==> images/clk_routes.png <==
Bar = 20 µm.
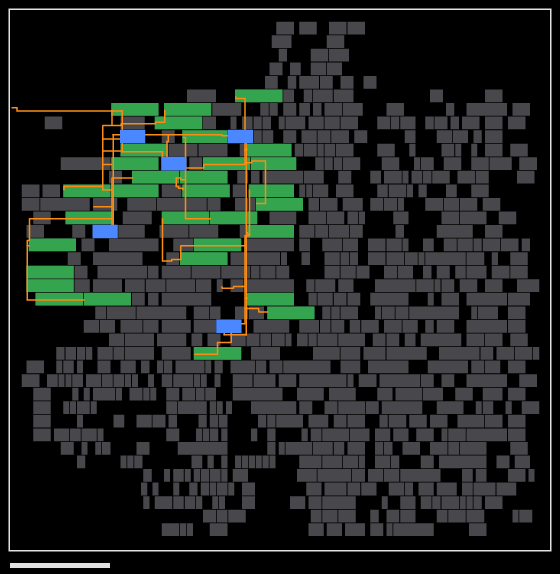
==> images/metal_density.png <==
Bar = 20 µm. The die is cut into 22 by 22 equal tiles; dark blue is low, red is high, scaled to the fullest tile. Values are wire area over tile area, all layers added.
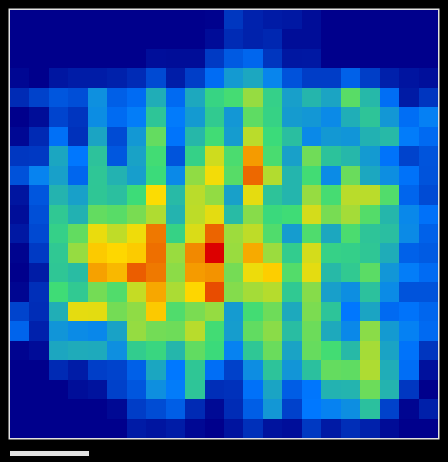
==> images/logic_types.png <==
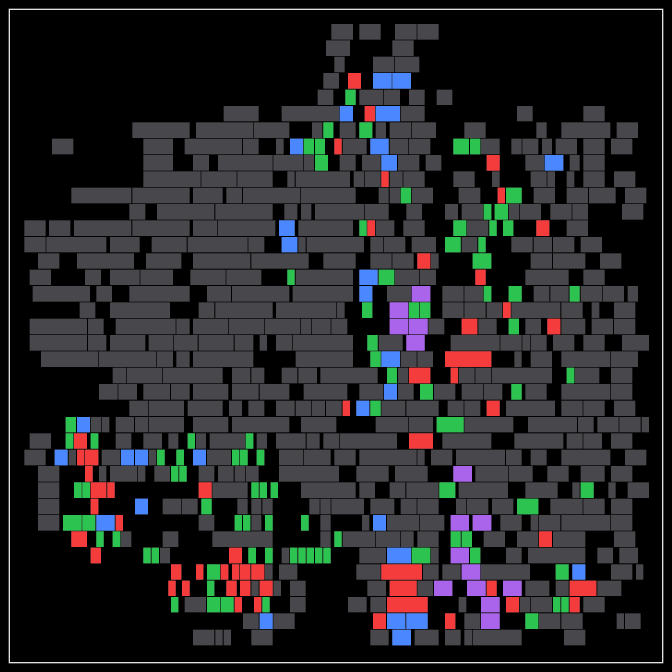
==> images/congestion.png <==
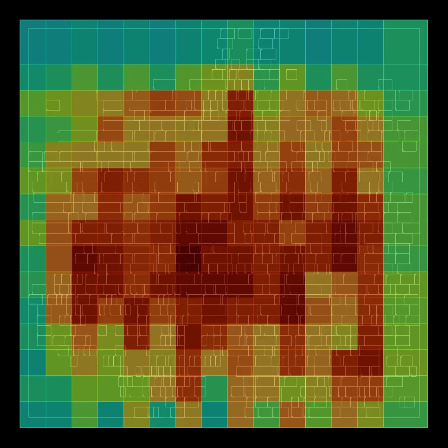
==> images/placement_by_type.png <==
Bar = 20 µm.
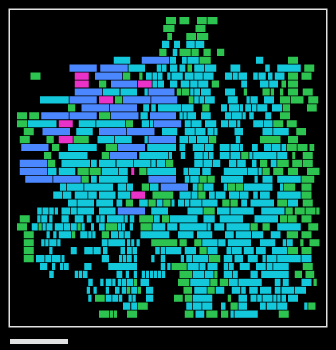
===== src/rtl/issue_scoreboard.sv =====
// Dual-issue register scoreboard: tracks pending writes per register and stalls hazarding lanes.
// Optional feature: define SCOREBOARD_BYPASS_EN to let sufficiently aged pending sources issue via forwarding.
module issue_scoreboard (
    input  logic        clock_i,
    input  logic        reset_n_i,
    input  logic        issue_valid0_i,
    input  logic        issue_valid1_i,
    input  logic [4:0]  rs1_addr0_i,
    input  logic [4:0]  rs2_addr0_i,
    input  logic [4:0]  rd_addr0_i,
    input  logic        rd_write0_i,
    input  logic        is_load0_i,
    input  logic [4:0]  rs1_addr1_i,
    input  logic [4:0]  rs2_addr1_i,
    input  logic [4:0]  rd_addr1_i,
    input  logic        rd_write1_i,
    input  logic        is_load1_i,
    input  logic        pipe_stall_i,
    input  logic [4:0]  rd_addr0_wb_i,
    input  logic        rd_write0_wb_i,
    input  logic [4:0]  rd_addr1_wb_i,
    input  logic        rd_write1_wb_i,
    output logic        stall0_o,
    output logic        stall1_o,
    output logic [31:0] pending_o,
    output logic        busy_o
);

    logic [31:0]       r_pending;
    logic [31:0]       r_load;
    logic [31:0][1:0]  r_age;

    logic [31:0] w_ready;
    logic [31:0] w_set;
    logic [31:0] w_set_load;
    logic [31:0] w_clr;
    logic        w_src_haz0;
    logic        w_src_haz1;
    logic        w_waw0;
    logic        w_waw1;
    logic        w_intra;
    logic        w_stall0;
    logic        w_stall1;
    logic        w_fire0;
    logic        w_fire1;

    function automatic logic f_src_hazard(input logic [4:0]  idx,
                                          input logic [31:0] pend,
                                          input logic [31:0] rdy);
        return (idx != 5'd0) && pend[idx] && !rdy[idx];
    endfunction

    function automatic logic f_waw(input logic        wr,
                                   input logic [4:0]  rd,
                                   input logic [31:0] pend);
        return wr && (rd != 5'd0) && pend[rd];
    endfunction

    // A pending source is forwardable once its producer has advanced far enough down the pipe.
    always_comb begin
        w_ready = '0;
`ifdef SCOREBOARD_BYPASS_EN
        for (int r = 0; r < 32; r++) begin
            w_ready[r] = r_load[r] ? (r_age[r] >= 2'd2) : (r_age[r] >= 2'd1);
        end
`endif
    end

    assign w_src_haz0 = f_src_hazard(rs1_addr0_i, r_pending, w_ready)
                      | f_src_hazard(rs2_addr0_i, r_pending, w_ready);
    assign w_src_haz1 = f_src_hazard(rs1_addr1_i, r_pending, w_ready)
                      | f_src_hazard(rs2_addr1_i, r_pending, w_ready);
    assign w_waw0     = f_waw(rd_write0_i, rd_addr0_i, r_pending);
    assign w_waw1     = f_waw(rd_write1_i, rd_addr1_i, r_pending);

    // Lane 1 may not consume or overwrite lane 0's destination within the same bundle.
    assign w_intra = rd_write0_i && (rd_addr0_i != 5'd0) &&
                     ((rd_addr0_i == rs1_addr1_i) || (rd_addr0_i == rs2_addr1_i) ||
                      (rd_write1_i && (rd_addr0_i == rd_addr1_i)));

    assign w_stall0 = issue_valid0_i & (pipe_stall_i | w_src_haz0 | w_waw0);
    assign w_stall1 = issue_valid1_i & (pipe_stall_i | ~issue_valid0_i | w_stall0 |
                                        w_src_haz1 | w_waw1 | w_intra);
    assign w_fire0  = issue_valid0_i & ~w_stall0;
    assign w_fire1  = issue_valid1_i & ~w_stall1;

    always_comb begin
        w_set      = '0;
        w_set_load = '0;
        w_clr      = '0;
        if (w_fire0 && rd_write0_i && (rd_addr0_i != 5'd0)) begin
            w_set[rd_addr0_i]      = 1'b1;
            w_set_load[rd_addr0_i] = is_load0_i;
        end
        if (w_fire1 && rd_write1_i && (rd_addr1_i != 5'd0)) begin
            w_set[rd_addr1_i]      = 1'b1;
            w_set_load[rd_addr1_i] = is_load1_i;
        end
        if (rd_write0_wb_i && (rd_addr0_wb_i != 5'd0)) begin
            w_clr[rd_addr0_wb_i] = 1'b1;
        end
        if (rd_write1_wb_i && (rd_addr1_wb_i != 5'd0)) begin
            w_clr[rd_addr1_wb_i] = 1'b1;
        end
    end

    // Register 0 is never touched after reset, so it can never be pending.
    always_ff @(posedge clock_i or negedge reset_n_i) begin
        if (!reset_n_i) begin
            r_pending <= '0;
            r_load    <= '0;
            r_age     <= '0;
        end else begin
            for (int r = 1; r < 32; r++) begin
                r_load[r] <= w_set[r] ? w_set_load[r] : r_load[r];
                if (w_set[r]) begin
                    r_pending[r] <= 1'b1;
                    r_age[r]     <= 2'd0;
                end else if (w_clr[r]) begin
                    r_pending[r] <= 1'b0;
                    r_age[r]     <= 2'd0;
                end else if (r_pending[r] && !pipe_stall_i && (r_age[r] != 2'd3)) begin
                    r_age[r] <= r_age[r] + 2'd1;
                end
            end
        end
    end

    assign stall0_o  = w_stall0;
    assign stall1_o  = w_stall1;
    assign pending_o = r_pending;
    assign busy_o    = |r_pending;

endmodule


===== config.mk =====
export PLATFORM = sky130hd
export DESIGN_NAME = issue_scoreboard
export DESIGN_NICKNAME = d
export VERILOG_FILES = /design/src/rtl/issue_scoreboard.sv
export SDC_FILE = /design/constraint.sdc
export NUM_CORES = 1
export LEC_CHECK = 0
export CAP_MARGIN = 5
export CORE_MARGIN = 2
export CORE_UTILIZATION = 40
export CTS_CLUSTER_SIZE = 24
export DETAILED_ROUTE_END_ITERATION = 7
export GPL_TIMING_DRIVEN = 0
export PLACE_DENSITY = 0.74
export SYNTH_ARGS = -nofsm -noshare
export SYNTH_HDL_FRONTEND = slang
export SYNTH_SLANG_ARGS = --single-unit

===== constraint.sdc =====
create_clock -name clock_i -period 2.85 [get_ports clock_i]
set_clock_uncertainty 0.05 [all_clocks]
set_input_delay 0.285 -clock clock_i [delete_from_list [all_inputs] [get_ports clock_i]]
set_output_delay 0.285 -clock clock_i [all_outputs]
set_load 0.02 [all_outputs]

==> flow_summary.json <==
{
  "status": "complete, but fails checks",
  "violations": "negative hold slack, negative setup slack",
  "seqPwrFrac_pct": 30.4,
  "pg_seq_uw": 588,
  "nets": 678,
  "crit_cells": 10,
  "pre_cts_slack_ns": -1.18,
  "dp.cells": 717,
  "slew_violations": 0,
  "worstPathMaxFanout": 10,
  "fin_ws_ns": -0.304,
  "holdWs_ns": -0.0146,
  "setup_viol": 23,
  "ys_seq_share_pct": 17.8,
  "warnings": 30,
  "placed_area_um2": 5240,
  "dp_hpwl_mm": 13.0,
  "worstPathRequired_ns": 2.95,
  "drv_cap": 0,
  "ant_nets": 0,
  "final-clk-cell-share_pct": 1.56,
  "chip_area_um2": 11700,
  "grt_use_met3_pct": 8.92,
  "worstSetupStartpoint": "pending_o[7]$_DFFE_PN0P_",
  "vias_per_cell": 7.01,
  "wl_met1_mm": 7.36,
  "diodes": 0,
  "path_buffers": 3,
  "ff_type": "dfrtp_1",
  "hp-class": "in2async",
  "grt_pass1_vias": 5163,
  "grt_overflow": 0,
  "top_cells_by_area": "dfrtp_1 18%, mux2i_1 10%, mux4_2 8.8%, o41ai_2 4.5%, nand2_1 3.8%",
  "worstSetupPathType": "reg2reg",
  "wl_met3_mm": 2.90,
  "grt_max_degree": 32,
  "via_count": 5386,
  "dr_wl_met2_mm": 8.77,
  "clockRootBuffer": "clkbuf_8",
  "slowest_stage": "dfrtp_2",
  "fin_area_um2": 6420,
  "rsz0062_at_grt": "yes",
  "end_kind": "flip-flop",
  "cp-start-kind": "flip-flop",
  "die_h_um": 108,
  "ff2ff_setup_slack_ns": -0.30,
  "synth-edff-count": 0,
  "ys_sh_mux_pct": 23.6,
  "leakagePower_nw": 2.77,
  "logic_family": "AND-OR/OR-AND gates",
  "cp_slowest_stage_delay_ns": 0.52,
  "synthAoiAreaFrac_pct": 26.1,
  "worstPathArrival_ns": 3.26,
  "cts_buffers": 5,
  "path_common_cell": "buf_6",
  "synth.cells.most_frequent": "44 x mux2i_1, 44 x nand2_1, 31 x dfrtp_1",
  "timing.final.crit_share_pct": 111,
  "drtPass1Iterations": 7,
  "ys_cells": 506,
  "ir_worst_vdd_uv": 356,
  "p_sw_share_pct": 41.0,
  "cts_resized": 122,
  "inverters_excl_clock": 14,
  "top_layer": "met4",
  "crit_chain": "mux2_1 -> and3_1 -> a311oi_2 -> nand3_1 -> a21oi_2 -> nand4_2 -> buf_4 -> buf_6 -> buf_6 -> o41ai_1",
  "postCtsSetupRepairBufs": 33,
  "fillerInstances": 906,
  "synth_cell_types": 68,
  "grt_pass1_wl_mm": 29.9,
  "seqCellArea_um2": 810,
  "final_core_utilization_pct": 59.7,
  "core_util_floorplan_pct": 40.5,
  "taps": 140,
  "worstMarginPinSlew_ns": 0.745,
  "synth_warnings": 1,
  "p_total_mw": 1.93,
  "cts.sinks": 31,
  "synth_area_um2": 4360,
  "maxSlewHeadroom_pct": 50.2,
  "layout-drive-gt1-share_pct": 33.9,
  "nClkBuffers": 8,
  "synth_area_per_cell_um2": 8.61,
  "powerComb_uw": 960,
  "finalSetupTns_ns": -3.56,
  "cts_tree": "yes",
  "powerDensity_nw_per_um2": 301,
  "lay_top_cells": "58 x clkdlybuf4s50_1, 53 x buf_4, 44 x mux2i_1, 44 x nand2_1, 27 x dfrtp_2",
  "area_delta_synth_final_pct": 47.4,
  "grt_antenna_before_repair": 0,
  "xor_share_pct": 3.02,
  "clk_path_buf_depth": 2,
  "portBuffers": 71,
  "critPathTopFamily": "AND-OR/OR-AND gates",
  "synth-simple-area-share_pct": 21.5,
  "clock.fmax_mhz": 317,
  "reg2reg_depth": 10,
  "io_pins": 86,
  "p_sw_uw": 792,
  "largest_register_ffs": 31,
  "hold_viol": 17,
  "ys_async_sr_fraction_pct": 100,
  "drt_iter0_drc": 746,
  "syn_nets": 557,
  "period_needed_ns": 3.15,
  "yosys.area_share.adder_pct": 0,
  "detail_route.wl_per_cell_um": 27.0,
  "globalplace.congestion": 0.955,
  "comb_power_share_pct": 49.7,
  "multi_input_comb_cells": 406,
  "ctsHtreeMaxLevel": 2,
  "signal_buffers": 169,
  "die_width_um": 108,
  "layout.nonclk_buf_share_pct": 23.1,
  "synth_top_area_share_pct": 17.8,
  "drc": 0,
  "cts_hold_buf": 0,
  "syn_inst": 506,
  "internal_power_mw": 1.14,
  "dominant_cells": "combinational gates",
  "rr_startpoint": "pending_o[7]$_DFFE_PN0P_",
  "logic_area_um2": 3800,
  "crit_path_end": "pending_o[5]$_DFFE_PN0P_",
  "core_um2": 10700,
  "power.group.top": "combinational cells",
  "seq_cells": 31,
  "r2r-end": "pending_o[5]$_DFFE_PN0P_",
  "yosysChipArea_um2": 4360,
  "yosys.area.top_type": "dfrtp_1",
  "synth_flops": 31,
  "cts.clk_slew.worst_paths_ns": 0.07
}
## Picture notes: clk_routes.png
- clock wires: orange (length 424 µm)
- clock drivers: blue (count 5)
- flip-flops: green (count 31)
- routed clock nets: 6
Clk. pwr: 386 µW
clock share of power: 19.9%
Worst-Skew Late Latency: 0.29 ns

## Picture notes: metal_density.png
- fullest tile: 1.0
- mean over tiles: 0.32
- densest ninth of the die: center
- emptiest ninth of the die: north-west
- nearly empty tiles: 16%
- tiles over half the peak: 25%
Final Routed Wirelength: 20.8 mm
Tot GR Track Use: 34.2%

## Picture notes: logic_types.png
- and/or cells: blue (cells 29; most used and3_1)
- xor and xnor cells: purple (cells 15; most used xor2_1)
- nor cells: red (cells 54; most used nor2_1; where all over the die)
- nand cells: green (cells 89; most used nand2_1)
fin cells: 768
most frequent logic cell in the layout: clkdlybuf4s50_1
combinational share of cell area: 59.1%

## Picture notes: congestion.png
GRT busiest layer: met2
grt met2 use: 51.3%
GRT met1 Usage: 42.8%

## Picture notes: placement_by_type.png
- sequential cells: blue (cells 31; share of their area 13%)
- remaining buffers and delay cells: green (cells 169; share of their area 24%)
- combinational and other logic: cyan (cells 420; share of their area 62%)
- clock drivers and dummy loads: magenta (cells 8; share of their area 1.6%)
site row count: 38
Seq/total area: 12.6%

No activity file was given, so power comes from the tool's default toggle rates.
